Design i2c_bus_monitor, sky130hd; sources not shown.
==> run_1/power_grid.png <==
Scale bar: 20 um. Pins as bars on the die edge.
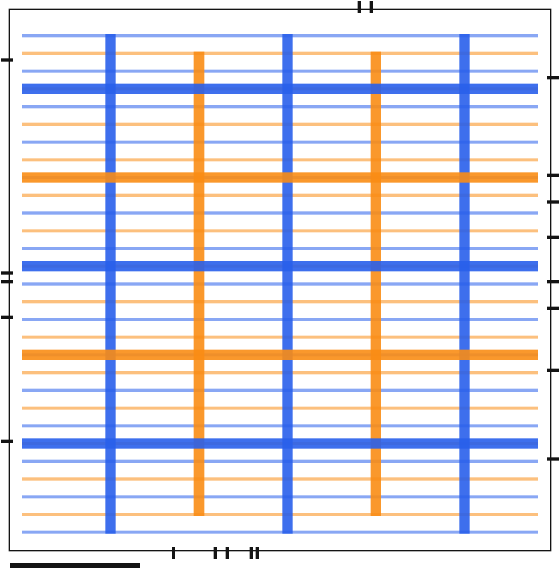
colour	net
orange	VDD
blue	VSS
met5 straps	5
met1 rails	29
VDD IR max: 0.420 mV
core area: 0.00603 mm2
chip height: 82.8 um

==> run_1/placement_by_type.png <==
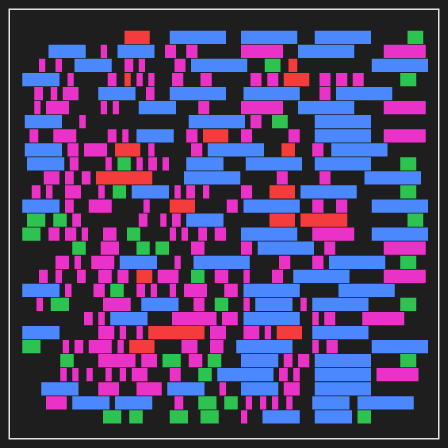
colour	class	cells
green	other buffers and delay cells	35
red	clock drivers and dummy loads	16
magenta	combinational and other logic	165
blue	flops	69
FP Rows: 28
post-route cell area: 0.00358 mm2

==> run_1/clk_routes.png <==
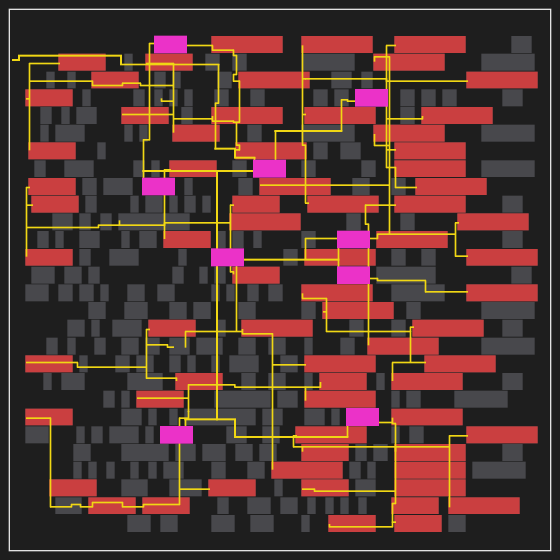
[magenta] clock drivers | count: 9
[red] flip-flops | count: 69
[yellow] clock wires | length: 923 um
flops lie	spread over the die
worst-skew pair later-pin latency: 0.34 ns
Clk pwr share: 35.6%
Clk power: 1.05 mW
Clock Skew: 0.00859 ns

==> impl_metrics.env, run 1 <==
# yosys + openroad results
export IMPL_status="finished clean"
export IMPL_grt_usage_pct=20.8
export IMPL_yosys_stat_area_mm2=0.00299
export IMPL_place_ws_ns=0.0663
export IMPL_ys_ff=69
export IMPL_synthCells=244
export IMPL_cts_root_buffer="clkbuf_8"
export IMPL_final_nets=290
export IMPL_inv_count=10
export IMPL_yosys_area_share_adder_pct=2.34
export IMPL_r2r_slack_ns=0.54
export IMPL_synth_async_sr_flop_share_pct=0
export IMPL_ys_top_cells_by_count="edfxtp_1 (40), and2_1 (32), dfxtp_1 (29)"
export IMPL_synth_main_ff_cell="edfxtp_1"
export IMPL_cts_resized=10
export IMPL_synth_distinct_cells=38
export IMPL_hold_depth=2
export IMPL_topCombFamilyByArea="simple AND/OR/NAND/NOR gates"
export IMPL_clock_path_buffers=2
export IMPL_min_path_type="reg2reg"
export IMPL_criticalPathCategory="reg2out"
export IMPL_most_common_cell="edfxtp_1"
export IMPL_drc=0
export IMPL_buf_share_pct=8.32
export IMPL_critPathArrivalTime_ns=1.80
export IMPL_clock_buffers=11
export IMPL_wl_per_cell_um=18.3
export IMPL_cp_data_required_time_ns=2.02
export IMPL_cts_tree="yes"
export IMPL_setup_tns_ns=0
export IMPL_drv_cap=0
export IMPL_synthToLayoutAreaGrowth_pct=19.5
export IMPL_io_pins=20
export IMPL_gp_congestion=0.746
export IMPL_cts_hold_buf=0
export IMPL_cts_buffers=9
export IMPL_post_cts_setup_buffers=0
export IMPL_ys_seq_share_pct=59.5
export IMPL_worst_slew_pin_slew_ns=0.948
export IMPL_yosysTopAreaCellShare_pct=40.1
export IMPL_rsz0062_at_grt="no"
export IMPL_hpwlAfterDp_um=4370
export IMPL_ys_sh_simple_pct=19.4
export IMPL_n_antenna_cell=0
## run 1: per-layer routing
metal	GRT usage (%)	vias to the layer above	part of all wire [%]
li1	-	931	-
met1	25.6	964	44
met2	36.4	31	53
met3	5.77	3	2.9
met4	5.00	0	0.58
met5	0	-	0
## run 1: report_power, final
part / internal, mW / total, mW / switching [mW]
sequential: 1.25 / 1.30 / 0.0489
clock: 0.616 / 1.05 / 0.439
combinational: 0.280 / 0.603 / 0.324
## run 1: critical path, stage by stage, from the launching register on
cell and delay, ns:
dfxtp_1 0.31, buf_4 0.23, mux4_2 0.53, dlygate4sd2_1 0.38
==> inputs of run 2 (changes only) <==
Settings changed: CORE_MARGIN 1.5 to 2, CORE_UTILIZATION 47 to 50.
Clock period 2.53 ns to 2.9 ns, I/O delays scaled along.
==> run_2/congestion.png <==
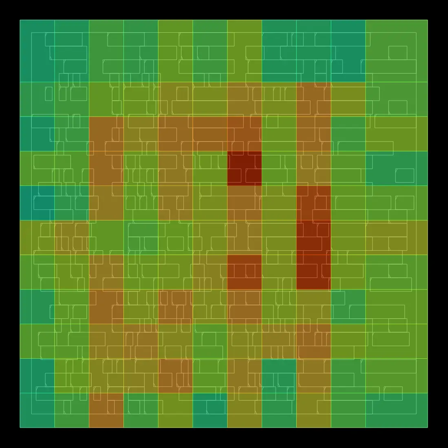
Top Usage Layer GRT: met2
met3 usage: 3.33%

==> run 2 against run 1 <==
Net effect:
- final cell count fell by 1.1%
- critical path depth stayed put
- critical path type unchanged
- global-route usage rose by 1.0 points
- worst hold slack better by 0.0015 ns
- flip-flop count unchanged
- count of clock-buffer cells in the layout increased by 1
- largest cell class unchanged
- die size decreased by 3.4%
- register-to-register slack gained 0.31 ns
==> impl_metrics.env, run 2 <==
# yosys + openroad results
export IMPL_ys_top_cells_by_count="edfxtp_1 (40), and2_1 (32), dfxtp_1 (29)"
export IMPL_cts_resized=0
export IMPL_place_ws_ns=0.251
export IMPL_skew_ns=0.0103
export IMPL_die_height_um=81.4
export IMPL_cp_cell_sequence="buf_4, mux4_2, clkdlybuf4s50_1"
export IMPL_internal_power_mw=1.72
export IMPL_seq_power_share_pct=47.4
export IMPL_critPathArrivalTime_ns=2.05
export IMPL_synthToLayoutAreaGrowth_pct=17.1
export IMPL_hpwlAfterDp_um=4290
export IMPL_wl_met3_um=140
export IMPL_criticalPathCategory="reg2out"
export IMPL_ys_ff=69
export IMPL_gp_congestion=0.719
export IMPL_yosysTopAreaCellShare_pct=40.1
export IMPL_post_cts_setup_buffers=0
export IMPL_yosys_area_share_adder_pct=2.34
export IMPL_worst_path_stages=3
export IMPL_topRoutingLayerUsed="met4"
export IMPL_drc=0
export IMPL_cts_hold_buf=0
export IMPL_final_nets=286
export IMPL_grtUsageMet2_pct=37.1
export IMPL_path_delay_family="buffers and inverters"
export IMPL_io_pins=20
export IMPL_p_clk_share_pct=30.0
export IMPL_topCombFamilyByArea="simple AND/OR/NAND/NOR gates"
export IMPL_cp_data_required_time_ns=2.32
export IMPL_cts_root_buffer="clkbuf_8"
export IMPL_cts_tree="yes"
export IMPL_p_switching_mw=0.678
export IMPL_critPathMaxStageDelay_ns=0.61
export IMPL_pwr_share_comb_pct=22.6
export IMPL_most_common_cell="edfxtp_1"
export IMPL_yosys_stat_area_mm2=0.00299
export IMPL_met1_usage_pct=28.1
export IMPL_status="finished clean"
export IMPL_clock_buffers=12
export IMPL_grt_usage_pct=21.8
-- run 2: logic make-up (layout without fill, tap and decap cells) --
| kind of cell | after synthesis | after routing |
|---|---|---|
| simple gates | 104 | 104 |
| fa+ha+maj | 5 | 5 |
| flops | 69 | 69 |
| xor+xnor | 6 | 6 |
| buf+inv | 20 | 57 |
| compound gates | 27 | 27 |
| mux | 13 | 13 |
-- run 2: power groups by stage --
| stage | Clock, mW | Combinational (mW) | Sequential, mW |
|---|---|---|---|
| global route | 0.765 | 0.588 | 1.14 |
| detailed placement | 0 | 0.545 | 1.15 |
| CTS | 0.734 | 0.549 | 1.14 |
| global placement | 0 | 0.539 | 1.15 |
| finish | 0.718 | 0.542 | 1.13 |
| floorplan | 0 | 0.389 | 1.14 |
==> inputs of run 3 (changes only) <==
Clock period 2.9 ns to 3.3 ns, I/O delays scaled along.
==> run_3/placement_by_type.png <==
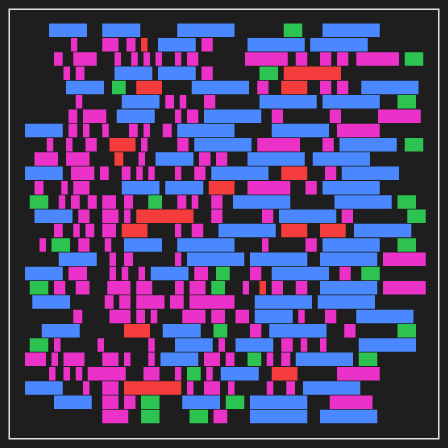
post-route cell area: 0.00353 mm2
Seq area share: 50.5%
core area: 0.00585 mm2

==> run 3 against run 2 <==
Net effect:
- sequential share of layout area shrank 0.34 points
- combinational power fell by 13%
- critical path depth did not move
- critical path type unchanged
- largest power group unchanged
- highest routed layer unchanged
==> impl_metrics.env, run 3 <==
# yosys + openroad results
export IMPL_status="finished clean"
export IMPL_synthCells=244
export IMPL_grt_use_met3_pct=5.44
export IMPL_p_clk_mw=0.834
export IMPL_hpwlAfterDp_um=4140
export IMPL_yosys_area_share_adder_pct=2.34
export IMPL_synth_main_ff_cell="edfxtp_1"
export IMPL_drc=0
export IMPL_worst_slew_pin_slew_ns=0.812
export IMPL_cts_hold_buf=0
export IMPL_min_path_type="reg2reg"
export IMPL_cts_resized=0
export IMPL_ys_seq_share_pct=59.5
export IMPL_powerSeq_mw=0.996
export IMPL_r2r_slack_ns=1.25
export IMPL_clock_path_buffers=2
export IMPL_synth_distinct_cells=38
export IMPL_wl_met3_um=148
export IMPL_top_usage_layer="met2"
export IMPL_ys_sh_simple_pct=19.4
export IMPL_internal_power_mw=1.71
export IMPL_maxPowerGroup="registers"
export IMPL_hold_depth=2
export IMPL_ys_ff=69
export IMPL_power_share_switching_pct=25.6
export IMPL_yosys_stat_area_mm2=0.00299
export IMPL_cp_data_required_time_ns=2.64
export IMPL_synthToLayoutAreaGrowth_pct=17.9
export IMPL_criticalPathCategory="reg2out"
[run 3: cell counts after synthesis]
No cell type changed its count.
[run 3: final cells by class]
type	count	area, um2
Clock buffer	12	145
Clock inverter	4	95.1
Fill cell	601	2320
Inverter	10	37.5
Multi-Input combinational cell	155	1130
Sequential cell	69	1780
Tap cell	75	93.8
Timing Repair Buffer	26	243
[run 3: stage by stage]
stage / worst slack, ns / cells
6_report: 0.592 / 351
5_1_grt: 0.484 / 351
4_1_cts: 0.565 / 350
3_5_place_dp: 0.494 / 334
3_3_place_gp: 0.588 / 334
2_1_floorplan: 1.12 / 244
[run 3: worst max-delay path, cell delays in order (launching register included)]
cell	delay, ns
dfxtp_1	0.31
buf_4	0.24
mux4_2	0.54
clkdlybuf4s50_1	0.61
Power is estimated from default activity; no workload was simulated.
